[src/rtl/pueo_clk_phase_track.sv]
// ---------------------------------------------------------------------------
// pueo_clk_phase_track
//
// Tracks the phase of a slow sync toggle coming from the syncclk domain and
// turns it into a one-hot phase and a once-per-period sync pulse in the local
// fabric clock domain.
//
// The first toggle edge aligns the phase. Every later edge is checked against
// the running phase:
//   - a lock state machine acquires and holds lock,
//   - isolated misaligned edges are tolerated and only counted,
//   - a watchdog drops lock when the toggle stops.
//
// Ports:
//   aclk           fabric clock
//   aresetn        synchronous active-low reset
//   sync_toggle_i  asynchronous toggle from the syncclk domain
//   err_clr_i      clears err_cnt_o (wins over a simultaneous increment)
//   phase_o        registered one-hot phase, bit i high while phase is i
//   sync_o         one-cycle pulse per period at phase OFFSET
//   locked_o       high while the state machine is LOCKED
//   state_o        0 = UNLOCKED, 1 = ACQUIRE, 2 = LOCKED
//   err_cnt_o      saturating count of misaligned edges seen while LOCKED
// ---------------------------------------------------------------------------
module pueo_clk_phase_track #(
  parameter int PERIOD       = 4,
  parameter int SYNC_STAGES  = 3,
  parameter     EDGE_MODE    = "RISE",
  parameter int OFFSET       = 0,
  parameter int LOCK_COUNT   = 4,
  parameter int UNLOCK_COUNT = 2,
  parameter int TIMEOUT      = 64,
  parameter int ERR_W        = 16
) (
  input  logic              aclk,
  input  logic              aresetn,
  input  logic              sync_toggle_i,
  input  logic              err_clr_i,
  output logic [PERIOD-1:0] phase_o,
  output logic              sync_o,
  output logic              locked_o,
  output logic [1:0]        state_o,
  output logic [ERR_W-1:0]  err_cnt_o
);

  localparam int CNT_W  = $clog2(PERIOD);
  localparam int GOOD_W = $clog2(LOCK_COUNT + 1);
  localparam int MISS_W = $clog2(UNLOCK_COUNT + 1);
  localparam int IDLE_W = (TIMEOUT > 0) ? $clog2(TIMEOUT + 1) : 1;
  localparam bit WD_EN  = (TIMEOUT != 0);

  localparam logic [CNT_W-1:0]  PHASE_LAST = CNT_W'(PERIOD - 1);
  localparam logic [CNT_W-1:0]  PHASE_OFS  = CNT_W'(OFFSET);
  localparam logic [GOOD_W-1:0] LOCK_MAX   = GOOD_W'(LOCK_COUNT);
  localparam logic [MISS_W-1:0] MISS_MAX   = MISS_W'(UNLOCK_COUNT);
  localparam logic [IDLE_W-1:0] IDLE_MAX   = IDLE_W'(TIMEOUT);

  typedef enum logic [1:0] {
    ST_UNLOCKED = 2'd0,
    ST_ACQUIRE  = 2'd1,
    ST_LOCKED   = 2'd2
  } state_e;

  (* ASYNC_REG = "TRUE" *) logic [SYNC_STAGES-1:0] syncChain_q;
  logic syncDly_q;
  logic edgeDet;

  logic [CNT_W-1:0]  phaseCnt_q, phaseCnt_d;
  logic [PERIOD-1:0] phaseOh;
  logic [PERIOD-1:0] phaseOut_q;
  logic              syncOut_q;
  logic              aligned;
  logic              realign;

  state_e            state_q, state_d;
  logic              locked_q;
  logic [GOOD_W-1:0] goodCnt_q, goodCnt_d, goodInc;
  logic [MISS_W-1:0] missCnt_q, missCnt_d, missInc;
  logic [IDLE_W-1:0] idleCnt_q, idleCnt_d, idleInc;
  logic              idleSat;
  logic              timeoutHit;
  logic [ERR_W-1:0]  errCnt_q, errCnt_d;
  logic              errInc;

  // The toggle crosses into aclk through a plain flop chain; syncDly_q holds
  // the previous settled level so an edge can be detected one flop later.
  always_ff @(posedge aclk) begin
    if (!aresetn) begin
      syncChain_q <= '0;
      syncDly_q   <= 1'b0;
    end else begin
      syncChain_q <= {syncChain_q[SYNC_STAGES-2:0], sync_toggle_i};
      syncDly_q   <= syncChain_q[SYNC_STAGES-1];
    end
  end

  // Edge flavour is fixed at elaboration: rising edges only, or any change.
  generate
    if (EDGE_MODE == "BOTH") begin : gEdgeBoth
      assign edgeDet = syncChain_q[SYNC_STAGES-1] ^ syncDly_q;
    end else begin : gEdgeRise
      assign edgeDet = syncChain_q[SYNC_STAGES-1] & ~syncDly_q;
    end
  endgenerate

  // A sync edge is on-grid when it lands in the cycle where the counter is
  // about to wrap by itself; a realign forces that wrap instead.
  assign aligned = (phaseCnt_q == PHASE_LAST);

  always_comb begin
    phaseCnt_d = phaseCnt_q + CNT_W'(1);
    if (realign || aligned) begin
      phaseCnt_d = '0;
    end
  end

  always_comb begin
    phaseOh = '0;
    for (int i = 0; i < PERIOD; i++) begin
      phaseOh[i] = (phaseCnt_q == CNT_W'(i));
    end
  end

  // Phase counter and its registered decodes; never gated by lock state.
  always_ff @(posedge aclk) begin
    if (!aresetn) begin
      phaseCnt_q <= '0;
      phaseOut_q <= '0;
      syncOut_q  <= 1'b0;
    end else begin
      phaseCnt_q <= phaseCnt_d;
      phaseOut_q <= phaseOh;
      syncOut_q  <= (phaseCnt_q == PHASE_OFS);
    end
  end

  // Watchdog: cycles since the last detected edge, saturating at TIMEOUT.
  // The timeout fires only on the cycle the count first reaches TIMEOUT, and
  // an edge in that same cycle resets the count and takes priority.
  assign idleSat    = (idleCnt_q == IDLE_MAX);
  assign idleInc    = idleCnt_q + IDLE_W'(1);
  assign timeoutHit = WD_EN && !edgeDet && !idleSat && (idleInc == IDLE_MAX);

  always_comb begin
    idleCnt_d = idleCnt_q;
    if (edgeDet) begin
      idleCnt_d = '0;
    end else if (!idleSat) begin
      idleCnt_d = idleInc;
    end
  end

  assign goodInc = goodCnt_q + GOOD_W'(1);
  assign missInc = missCnt_q + MISS_W'(1);

  // Lock state machine, next-state half. Only edge-detect cycles and the
  // watchdog move it. In LOCKED a misaligned edge leaves the phase alone
  // until UNLOCK_COUNT of them arrive back to back.
  always_comb begin
    state_d   = state_q;
    goodCnt_d = goodCnt_q;
    missCnt_d = missCnt_q;
    realign   = 1'b0;
    errInc    = 1'b0;
    if (edgeDet) begin
      case (state_q)
        ST_UNLOCKED: begin
          realign   = 1'b1;
          goodCnt_d = '0;
          missCnt_d = '0;
          state_d   = ST_ACQUIRE;
        end
        ST_ACQUIRE: begin
          if (aligned) begin
            goodCnt_d = goodInc;
            if (goodInc == LOCK_MAX) begin
              missCnt_d = '0;
              state_d   = ST_LOCKED;
            end
          end else begin
            realign   = 1'b1;
            goodCnt_d = '0;
          end
        end
        ST_LOCKED: begin
          if (aligned) begin
            missCnt_d = '0;
          end else begin
            errInc = 1'b1;
            if (missInc == MISS_MAX) begin
              realign   = 1'b1;
              goodCnt_d = '0;
              missCnt_d = '0;
              state_d   = ST_ACQUIRE;
            end else begin
              missCnt_d = missInc;
            end
          end
        end
        default: begin
          state_d = ST_UNLOCKED;
        end
      endcase
    end else if (timeoutHit && (state_q != ST_UNLOCKED)) begin
      state_d   = ST_UNLOCKED;
      goodCnt_d = '0;
      missCnt_d = '0;
    end
  end

  // Error counter saturates; a clear request overrides a same-cycle increment.
  always_comb begin
    errCnt_d = errCnt_q;
    if (err_clr_i) begin
      errCnt_d = '0;
    end else if (errInc && !(&errCnt_q)) begin
      errCnt_d = errCnt_q + ERR_W'(1);
    end
  end

  // Lock state machine register half plus its counters and status outputs.
  always_ff @(posedge aclk) begin
    if (!aresetn) begin
      state_q   <= ST_UNLOCKED;
      locked_q  <= 1'b0;
      goodCnt_q <= '0;
      missCnt_q <= '0;
      idleCnt_q <= '0;
      errCnt_q  <= '0;
    end else begin
      state_q   <= state_d;
      locked_q  <= (state_d == ST_LOCKED);
      goodCnt_q <= goodCnt_d;
      missCnt_q <= missCnt_d;
      idleCnt_q <= idleCnt_d;
      errCnt_q  <= errCnt_d;
    end
  end

  assign phase_o   = phaseOut_q;
  assign sync_o    = syncOut_q;
  assign locked_o  = locked_q;
  assign state_o   = state_q;
  assign err_cnt_o = errCnt_q;

endmodule

[config.mk]
export PLATFORM = sky130hd
export DESIGN_NAME = pueo_clk_phase_track
export DESIGN_NICKNAME = d
export VERILOG_FILES = /design/src/rtl/pueo_clk_phase_track.sv
export SDC_FILE = /design/constraint.sdc
export NUM_CORES = 1
export LEC_CHECK = 0
export CORE_MARGIN = 1
export CORE_UTILIZATION = 57
export DETAILED_ROUTE_END_ITERATION = 6
export GPL_TIMING_DRIVEN = 1
export PLACE_DENSITY = 0.85
export SYNTH_ARGS = -nofsm -noshare
export SYNTH_HDL_FRONTEND = slang
export SYNTH_SLANG_ARGS = --single-unit
[constraint.sdc]
create_clock -name aclk -period 6.5 [get_ports aclk]
set_clock_uncertainty 0.15 [all_clocks]
set_input_delay 0.65 -clock aclk [delete_from_list [all_inputs] [get_ports aclk]]
set_output_delay 0.65 -clock aclk [all_outputs]
set_load 0.02 [all_outputs]
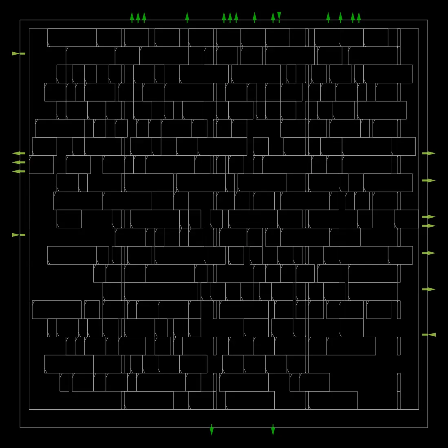
Figure 1: run 1, cell placement.
filler instances: 272
registers: 41
fraction of area in registers: 35.0%

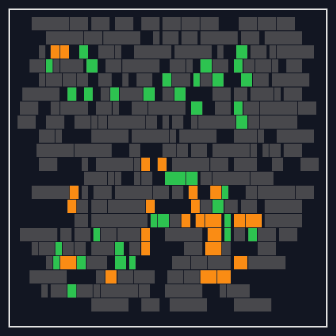
Figure 2: run 1, selected gate families.
| color | family | cells |
|---|---|---|
| orange | aoi and oai cells | 24 |
| green | nand cells | 35 |
most frequent logic cell in the layout: dfxtp_1
Layout Cells excl Fill: 290
Comb/total area: 47.0%

==> flow_summary_export.csv, run 1 <==
group,metric,value,unit
critical_path,reg2reg_to,"goodCnt_q[1]$_SDFFE_PN0P_",
hold_path,hold_depth,1,
clock_network,root_buffer,"clkbuf_4",
place,finalWeightedCongestion,0.767,
global_routing,grt_util_all_layers,22.7,%
detailed_routing,antenna_left,0,
critical_path,endpoint_kind,"primary output",
final_layout,seq_area,821,µm²
critical_path,cp_slowest_cell,"clkdlybuf4s50_1",
floorplanning,die_y,61.1,µm
clock_network,cts_htree_levels,2,
outcome,outcome,"finished, final reports clean",
place,dp.cells,283,
detailed_routing,via_per_inst,5.62,
detailed_routing,met2_length,1690,µm
clock_network,clk_latency,0.35,ns
critical_path,path_buffers,1,
floorplanning,chipArea,0.00374,mm²
final_layout,final-clk-cell-share,3.09,%
global_routing,met1_usage,28.5,%
final_layout,n_all_buffers,27,
hold_path,hp-class,"flip-flop to flip-flop",
global_routing,grtUsageMet3,5.88,%
power,ir_worst_vdd,0.171,mV
clock_network,cts_resized,0,
power,power.net_switching,0.000104,W
synth,edf_count,0,
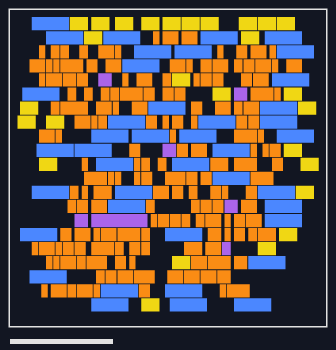
Figure 3: run 1, cell classes on the final placement.
Scale bar: 20 µm.
| color | class | cells | share of their area |
|---|---|---|---|
| purple | clock drivers and dummy loads | 7 | 3.2% |
| orange | remaining logic cells | 169 | 49% |
| blue | registers | 41 | 36% |
| yellow | remaining buffers and delay cells | 27 | 12% |
post-layout util: 70.3%
Core Box Area: 0.00334 mm²
fin area: 0.00235 mm²

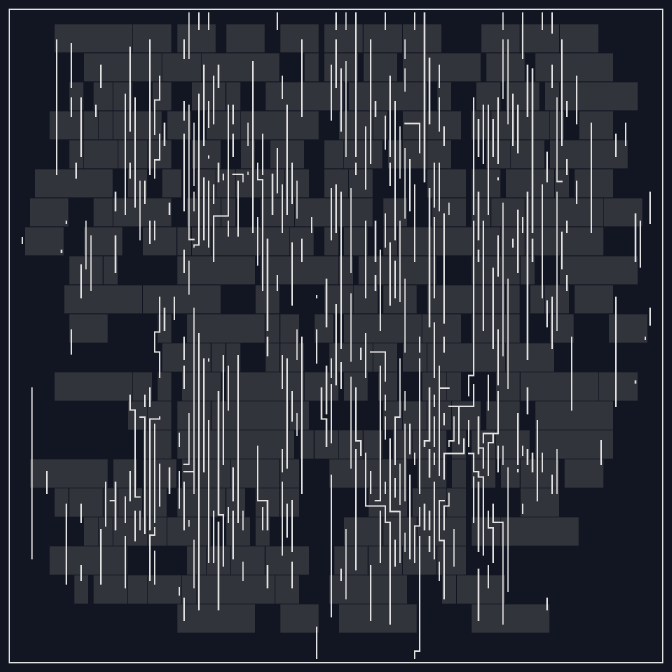
Figure 4: run 1, metal 2.
nets with wire on the layer: 213
longest straight run: 25.8 µm
main direction: vertical
share of all routed wire: 45%
wire length on this layer: 1690 µm
met2 GRT Util: 36.5%
Post-Route WL: 3750 µm
vias after detailed routing: 1630

## Run 2: what changed since run 1
--- a/config.mk
+++ b/config.mk
@@ -6,10 +6,10 @@
 export NUM_CORES = 1
 export LEC_CHECK = 0
 export CORE_MARGIN = 1
-export CORE_UTILIZATION = 57
+export CORE_UTILIZATION = 54
 export DETAILED_ROUTE_END_ITERATION = 6
 export GPL_TIMING_DRIVEN = 1
-export PLACE_DENSITY = 0.85
+export PLACE_DENSITY = 0.81
 export SYNTH_ARGS = -nofsm -noshare
 export SYNTH_HDL_FRONTEND = slang
 export SYNTH_SLANG_ARGS = --single-unit
==> constraint.sdc (replaced) <==
create_clock -name aclk -period 2.28 [get_ports aclk]
set_clock_uncertainty 0.15 [all_clocks]
set_input_delay 0.228 -clock aclk [delete_from_list [all_inputs] [get_ports aclk]]
set_output_delay 0.228 -clock aclk [all_outputs]
set_load 0.02 [all_outputs]
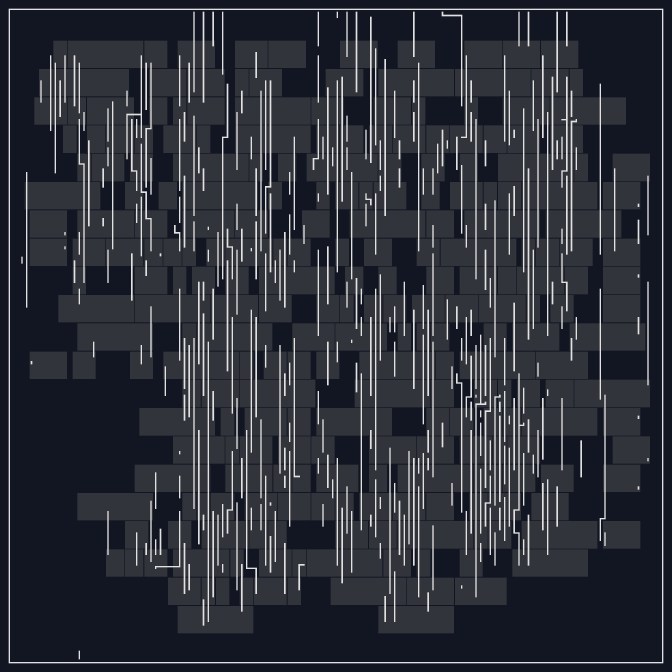
Figure 5: run 2, metal 2.
share of all routed wire: 46%
nets with wire on the layer: 216
Post-Route WL: 3880 µm
met2 GRT Util: 35.9%
vias after detailed routing: 1644

==> run 2 against run 1 <==
- critical path depth rose by 5
- non-clock buffer count rose by 6
- highest routed layer unchanged
- combinational power grew to 3.0 times the previous value
- die area is 5.4% higher
- largest cell class unchanged
- critical endpoint is now state_o[0]$_SDFF_PN0_
- worst hold slack got worse by 0.013 ns
==> flow_summary_export.csv, run 2 <==
group,metric,value,unit
outcome,outcome,"finished, final reports clean",
final_layout,postLayoutCoreUtil,69.9,%
final_layout,layout.cells.most_common,"dfxtp_1",
critical_path,reg2reg_to,"state_o[0]$_SDFF_PN0_",
critical_path,path_buffers,0,
place,place_ws,0.117,ns
global_routing,met1_usage,27.5,%
place,dp.cells,289,
final_layout,seq_share,34.1,%
final_layout,final_cell_area,0.00241,mm²
floorplanning,core,0.00344,mm²
detailed_routing,via_per_inst,5.54,
clock_network,cts_resized,0,
final_timing,worst_pin_slew,0.401,ns
hold_path,hp-class,"flip-flop to flip-flop",
global_routing,grtUsageMet3,4.93,%
synth,avgSynthCellArea,9.10,µm²
hold_path,hold_depth,1,
final_layout,flops,41,
power,power.net_switching,0.000316,W
clock_network,cts_htree_levels,2,
final_layout,seq_area,821,µm²
final_layout,final-clk-cell-share,3.43,%
detailed_routing,met2_length,1800,µm
global_routing,grt_util_all_layers,21.9,%
floorplanning,chipArea,0.00394,mm²
power,ir_worst_vdd,0.356,mV
final_layout,fillers,268,
floorplanning,die_y,62.8,µm
clock_network,clk_latency,0.30,ns
place,finalWeightedCongestion,0.837,
## Run 3: what changed since run 2
--- a/config.mk
+++ b/config.mk
@@ -5,8 +5,10 @@
 export SDC_FILE = /design/constraint.sdc
 export NUM_CORES = 1
 export LEC_CHECK = 0
+export ABC_CLOCK_PERIOD_IN_PS = 2280
 export CORE_MARGIN = 1
 export CORE_UTILIZATION = 54
+export CTS_CLUSTER_DIAMETER = 50
 export DETAILED_ROUTE_END_ITERATION = 6
 export GPL_TIMING_DRIVEN = 1
 export PLACE_DENSITY = 0.81
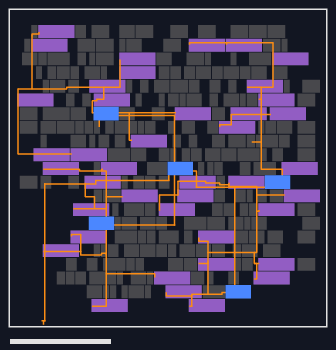
Figure 6: run 3, routed clock nets over the placement.
Scale bar: 20 µm.
[blue] clock-net drivers | count: 5
[purple] flip-flops | count: 41
[orange] clock wires | length: 506 µm
flops lie: spread over the die
routed clock nets: 6
clk ins delay skew pair: 0.30 ns
clock group share of total power: 35.3%
Clk. pwr: 0.000461 W

==> run 3 against run 2 <==
- first-iteration DRC count unchanged
- sequential power is essentially flat
- setup slack is the same
- global-route usage is the same
- non-clock buffer count unchanged
- final area is the same
- flip-flop count is the same
- synthesized area unchanged
- sequential share of layout area did not move
- via count stayed put
- wire length unchanged
- cell count unchanged
==> flow_summary_export.csv, run 3 <==
group,metric,value,unit
outcome,outcome,"finished, final reports clean",
hold_path,hp-class,"flip-flop to flip-flop",
synth,avgSynthCellArea,9.10,µm²
final_timing,worst_pin_slew,0.401,ns
critical_path,cp_slowest_cell,"or4_4",
final_layout,final_cell_area,0.00241,mm²
final_layout,comb_share,46.0,%
final_layout,postLayoutCoreUtil,69.9,%
final_layout,fillers,268,
final_layout,seq_share,34.1,%
final_layout,seq_area,821,µm²
detailed_routing,drt_wl_total,3880,µm
global_routing,grtUsageMet3,4.93,%
clock_network,cts_htree_levels,2,
power,power.net_switching,0.000316,W
clock_network,root_buffer,"clkbuf_8",
place,place_ws,0.117,ns
floorplanning,die_y,62.8,µm
critical_path,path_buffers,0,
global_routing,grt_util_met2,35.9,%
synth,topCellsByArea,"dfxtp_1, ha_1, xnor2_1",
global_routing,grt_util_all_layers,21.9,%
critical_path,reg2reg_to,"state_o[0]$_SDFF_PN0_",
synth,edf_count,0,
detailed_routing,met2_length,1800,µm
detailed_routing,vias,1644,
final_layout,layout.cells.most_common,"dfxtp_1",
place,dp.cells,289,
final_layout,final-clk-cell-share,3.43,%
detailed_routing,antenna_left,0,
power,ir_worst_vdd,0.356,mV
final_layout,n_all_buffers,33,
place,finalWeightedCongestion,0.837,
floorplanning,chipArea,0.00394,mm²
floorplanning,core,0.00344,mm²
Power figures rest on the tool's default switching activity, not on a simulated workload.
